Placement by cell class:
Bar = 20 um. Fill, decap, tap and diode cells in grey.
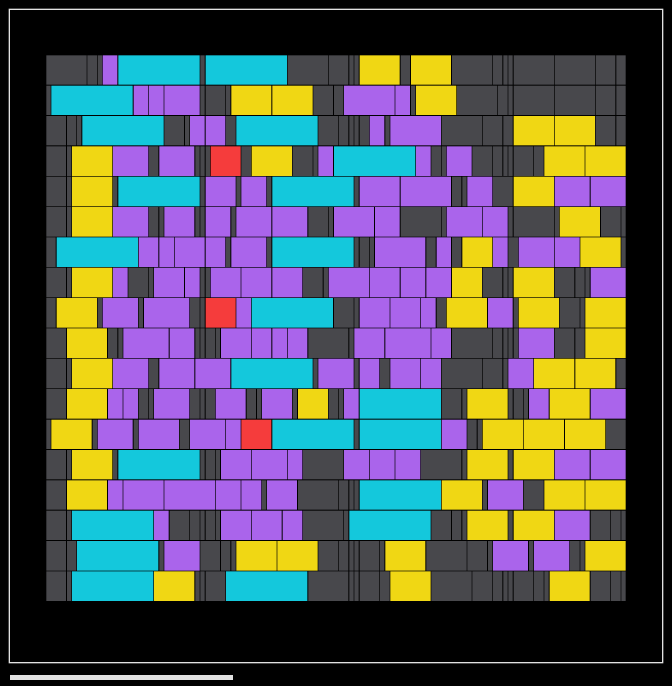
Sequential cells coloured by netlist name:
Other sequential cells in the stronger grey, the rest of the logic in the fainter grey.
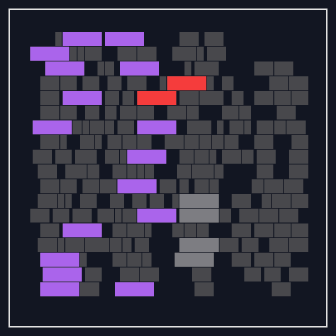
Clock nets:
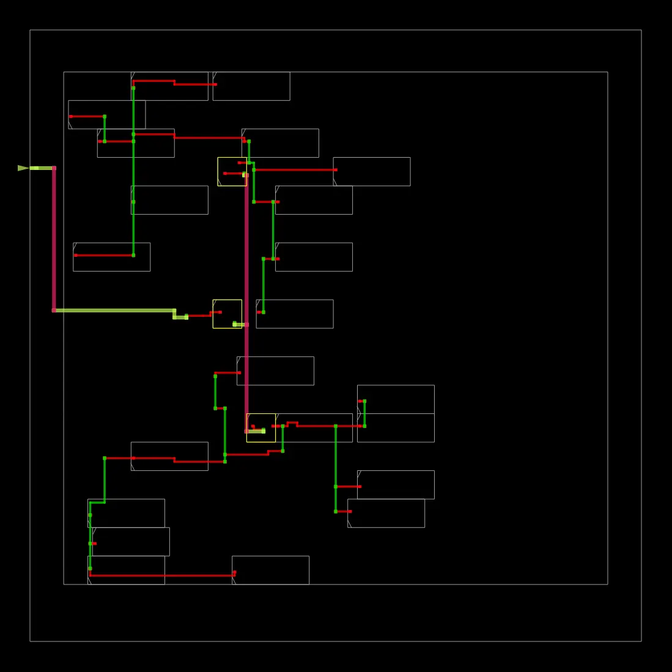
$ cat config.mk
export PLATFORM = sky130hd
export DESIGN_NAME = cpu_run_ctrl
export DESIGN_NICKNAME = d
export VERILOG_FILES = /design/src/rtl/cpu_run_ctrl.sv
export SDC_FILE = /design/constraint.sdc
export NUM_CORES = 1
export LEC_CHECK = 0
export CORE_MARGIN = 3
export CORE_UTILIZATION = 46
export CTS_CLUSTER_SIZE = 30
export DETAILED_ROUTE_END_ITERATION = 7
export PLACE_DENSITY = 0.92
export SETUP_SLACK_MARGIN = 0.05
export SYNTH_ARGS = -nofsm -noshare
export SYNTH_HDL_FRONTEND = slang
export SYNTH_SLANG_ARGS = --single-unit
$ cat constraint.sdc
create_clock -name clock -period 3.2 [get_ports clock]
set_input_delay 0.48 -clock clock [delete_from_list [all_inputs] [get_ports clock]]
set_output_delay 0.48 -clock clock [all_outputs]
set_load 0.02 [all_outputs]
$ cat src/rtl/cpu_run_ctrl.sv
`default_nettype none
// ============================================================================
// Module      : cpu_run_ctrl
// Description : Run/step/breakpoint sequencer for the 4-bit nibble processor.
//               Generates the fetch/execute phase, the global datapath enable
//               (cpu_en) and a retired-instruction counter. Free-run, single
//               step, halt-at-boundary and PC breakpoints with one-shot resume
//               are supported.
// Revision    : 1.0 - initial release
// ============================================================================
module cpu_run_ctrl #(
   parameter int CNT_W = 16
) (
   input  logic             clock,
   input  logic             reset,
   input  logic             run_btn,
   input  logic             step_btn,
   input  logic             halt_btn,
   input  logic             bp_en,
   input  logic [11:0]      bp_addr,
   input  logic [11:0]      pc,
   output logic             phase,
   output logic             cpu_en,
   output logic [1:0]       state,
   output logic             halted,
   output logic [CNT_W-1:0] instr_count
);

   // Encoding is visible on the state port, so values are fixed explicitly.
   typedef enum logic [1:0] {
      ST_HALT = 2'b00,
      ST_RUN  = 2'b01,
      ST_STEP = 2'b10,
      ST_BRK  = 2'b11
   } state_t;

   state_t           state_q;
   state_t           state_d;
   logic             phase_q;
   logic             phase_d;
   logic             skip_q;
   logic             skip_d;
   logic             run_q;
   logic             step_q;
   logic [CNT_W-1:0] count_q;
   logic [CNT_W-1:0] count_d;

   logic             run_rise;
   logic             step_rise;
   logic             bp_hit;
   logic             enable;
   logic             boundary;

   // Button edges, breakpoint match and the datapath qualifier.
   // bp_hit looks at pc combinationally so the breakpointed fetch itself is
   // suppressed; skip masks the match once after a resume so that the
   // instruction sitting at bp_addr can actually execute.
   always_comb begin
      run_rise  = run_btn & ~run_q;
      step_rise = step_btn & ~step_q;
      bp_hit    = bp_en & (state_q == ST_RUN) & ~phase_q
                  & (pc == bp_addr) & ~skip_q;
      enable    = (state_q == ST_STEP) | ((state_q == ST_RUN) & ~bp_hit);
      boundary  = enable & phase_q;
   end

   // Next-state, phase, skip and counter logic.
   always_comb begin
      state_d = state_q;
      phase_d = phase_q;
      skip_d  = skip_q;
      count_d = count_q;

      // The first enabled fetch after a resume consumes the skip.
      if (enable & ~phase_q) begin
         skip_d = 1'b0;
      end

      unique case (state_q)
         ST_HALT: begin
            // Step takes priority when both buttons rise together.
            if (step_rise) begin
               state_d = ST_STEP;
            end else if (run_rise & ~halt_btn) begin
               state_d = ST_RUN;
            end
         end
         ST_RUN: begin
            // Halt is only honoured at an instruction boundary.
            if (bp_hit) begin
               state_d = ST_BRK;
            end else if (boundary & halt_btn) begin
               state_d = ST_HALT;
            end
         end
         ST_STEP: begin
            // Breakpoints, halt and buttons are ignored for the whole step.
            if (boundary) begin
               state_d = ST_HALT;
            end
         end
         ST_BRK: begin
            if (halt_btn) begin
               state_d = ST_HALT;
            end else if (step_rise) begin
               state_d = ST_STEP;
            end else if (run_rise) begin
               state_d = ST_RUN;
               skip_d  = 1'b1;
            end
         end
         default: begin
            state_d = ST_HALT;
         end
      endcase

      // Phase advances only with the datapath; in HALT/BRK it rests at fetch
      // because every exit from RUN/STEP into them happens on a boundary or
      // on a suppressed fetch.
      if (enable) begin
         phase_d = ~phase_q;
      end

      if (boundary) begin
         count_d = count_q + CNT_W'(1);
      end
   end

   // State register; reset discards any partially executed instruction.
   always_ff @(posedge clock) begin
      if (reset) begin
         state_q <= ST_HALT;
         phase_q <= 1'b0;
         skip_q  <= 1'b0;
         run_q   <= 1'b0;
         step_q  <= 1'b0;
         count_q <= '0;
      end else begin
         state_q <= state_d;
         phase_q <= phase_d;
         skip_q  <= skip_d;
         run_q   <= run_btn;
         step_q  <= step_btn;
         count_q <= count_d;
      end
   end

   // Output mapping.
   always_comb begin
      phase       = phase_q;
      cpu_en      = enable;
      state       = state_q;
      halted      = (state_q == ST_HALT) | (state_q == ST_BRK);
      instr_count = count_q;
   end

endmodule
`default_nettype wire
==> impl_metrics.toml <==
# implementation run metrics
[outcome]
run_status = "complete, no violations"

[clock_tree]
cts_resized = 0
cts_tree = "built"
clkTransAtPathRegs_ps = 110
cts_made_buffers = 3

[die]
die_w_um = 58.4

[cells_and_area]
drive_gt1_share_pct = 6.81
combAreaFraction_pct = 42.4
n_antenna_cell = 0
bufAreaShareNonClock_pct = 28.7
inverters = 7
layout.nets = 228
fillCellCount = 219
final-clk-cell-share_pct = 1.24
areaGrowthSynthToFinish_pct = 44.3

[power_and_ir_drop]
power.share.combinational_pct = 42.4
pwr-share-seq_pct = 41.8
comb-power_uw = 323
clkPwrFrac_pct = 15.8
top_power_group = "combinational cells"
pwr_density_cell_mw_per_mm2 = 418

[timing]
max_slew.worst_pin.slew_ps = 684
clock.fmax_mhz = 338
fin_worst_skew_ps = 2.02
tns_ps = 0
drv_slew = 0

[detailed_routing]
drt_pass1_iterations = 4
drc = 0
post_drt_via_cell_ratio = 5.72
ant_nets = 0
drtIter0Drc = 42
m1WireLength_um = 1370
dr.max_layer_used = "met4"

[grt]
grt_pass1_vias = 1221
grt_pass1_wl_um = 5310
use_met2_pct = 36.5
grt_max_degree = 22
antenna_found_initial = 0
grt.busiest_layer = "met2"
met3_usage_pct = 2.85

[flow_run]
warnings = 29
maxCapViolations = 0

[yosys]
xor_share_pct = 15.2
ff_type = "dfxtp_1"
adder_share_pct = 4.95
synth_area_mm2 = 0.00126
ys_cells = 141
common_cells = "22 x dfxtp_1, 22 x xor2_1, 12 x nor2_1"
floorplan.nets = 176
ys_seq_share_pct = 34.9
yosysTopAreaCell = "dfxtp_1"
async_flop_share_pct = 0
simple_gate_share_pct = 20.9
ys_sh_mux_pct = 0.792
topCombFamilyByArea = "simple AND/OR/NAND/NOR gates"
yosys_warnings = 0

[setup_path]
cp_slowest_cell = "clkdlybuf4s50_1"
crit_top_cell = "clkdlybuf4s50_1"
crit_arrival_ps = 2480
crit_start = "bp_addr[1]"
rr_startpoint = "state[1]"
cp_slowest_stage_delay_ps = 540
crit_path_cell_trace = "clkdlybuf4s50_1 > xor2_1 > nor4_1 > a41oi_1 > nor2_2 > inv_1 > clkdlybuf4s50_1"
critPathKind = "in -> out"
required_ps = 2720
reg2reg_slack_ps = 780

[min_path]
hold_end = "skip_q"

[place]
io_buffer_count = 50
-- 'placement by cell class' (at the start) --
Key: clock-net drivers = red [cells 3, share of their area 1.3%]; remaining buffers and delay cells = yellow [cells 53, share of their area 29%]; sequential cells = cyan [cells 22, share of their area 25%]; remaining logic cells = purple [cells 113, share of their area 45%]
site row count: 18
Finished Cell Area: 0.00182 mm2
sequential share of cell area: 24.2%
core area: 0.00254 mm2

-- 'sequential cells coloured by netlist name' (at the start) --
Key: `state` = red [sequential cells 2]; `instr_count` = purple [sequential cells 16]
Seq power: 318 uW
Finished Core Util: 71.6%
FF/Latch Area: 440 um2

-- 'clock nets' (at the start) --
TritonCTS Sinks: 22
Layout clock buffers: 3
clk latency late pin: 300 ps
Flops: 22
clock group total power: 120 uW

per-stage QoR:
| step | setup slack (ps) | instances | hold slack [ps] | util [%] |
|---|---|---|---|---|
| 2_1_floorplan | 945 | 141 | 444 | - |
| 3_3_place_gp | 351 | 218 | 458 | 70.7 |
| 3_5_place_dp | 244 | 218 | 493 | 70.7 |
| 4_1_cts | 251 | 221 | 512 | 71.6 |
| 5_1_grt | 76.4 | 221 | 519 | 71.6 |
| 6_report | 245 | 221 | 507 | 71.6 |
critical path: cells and delay by family:
family	cells	cell delay, ps
compound gates	1	240
xor+xnor	1	170
buf+inv	3	1010
simple gates	2	580
state kept, by name, indices dropped and copies added (netlist names):
register,cells
instr_count,16
phase,1
run_q,1
skip_q,1
state,2
step_q,1
No activity file was given, so power comes from the tool's default toggle rates.
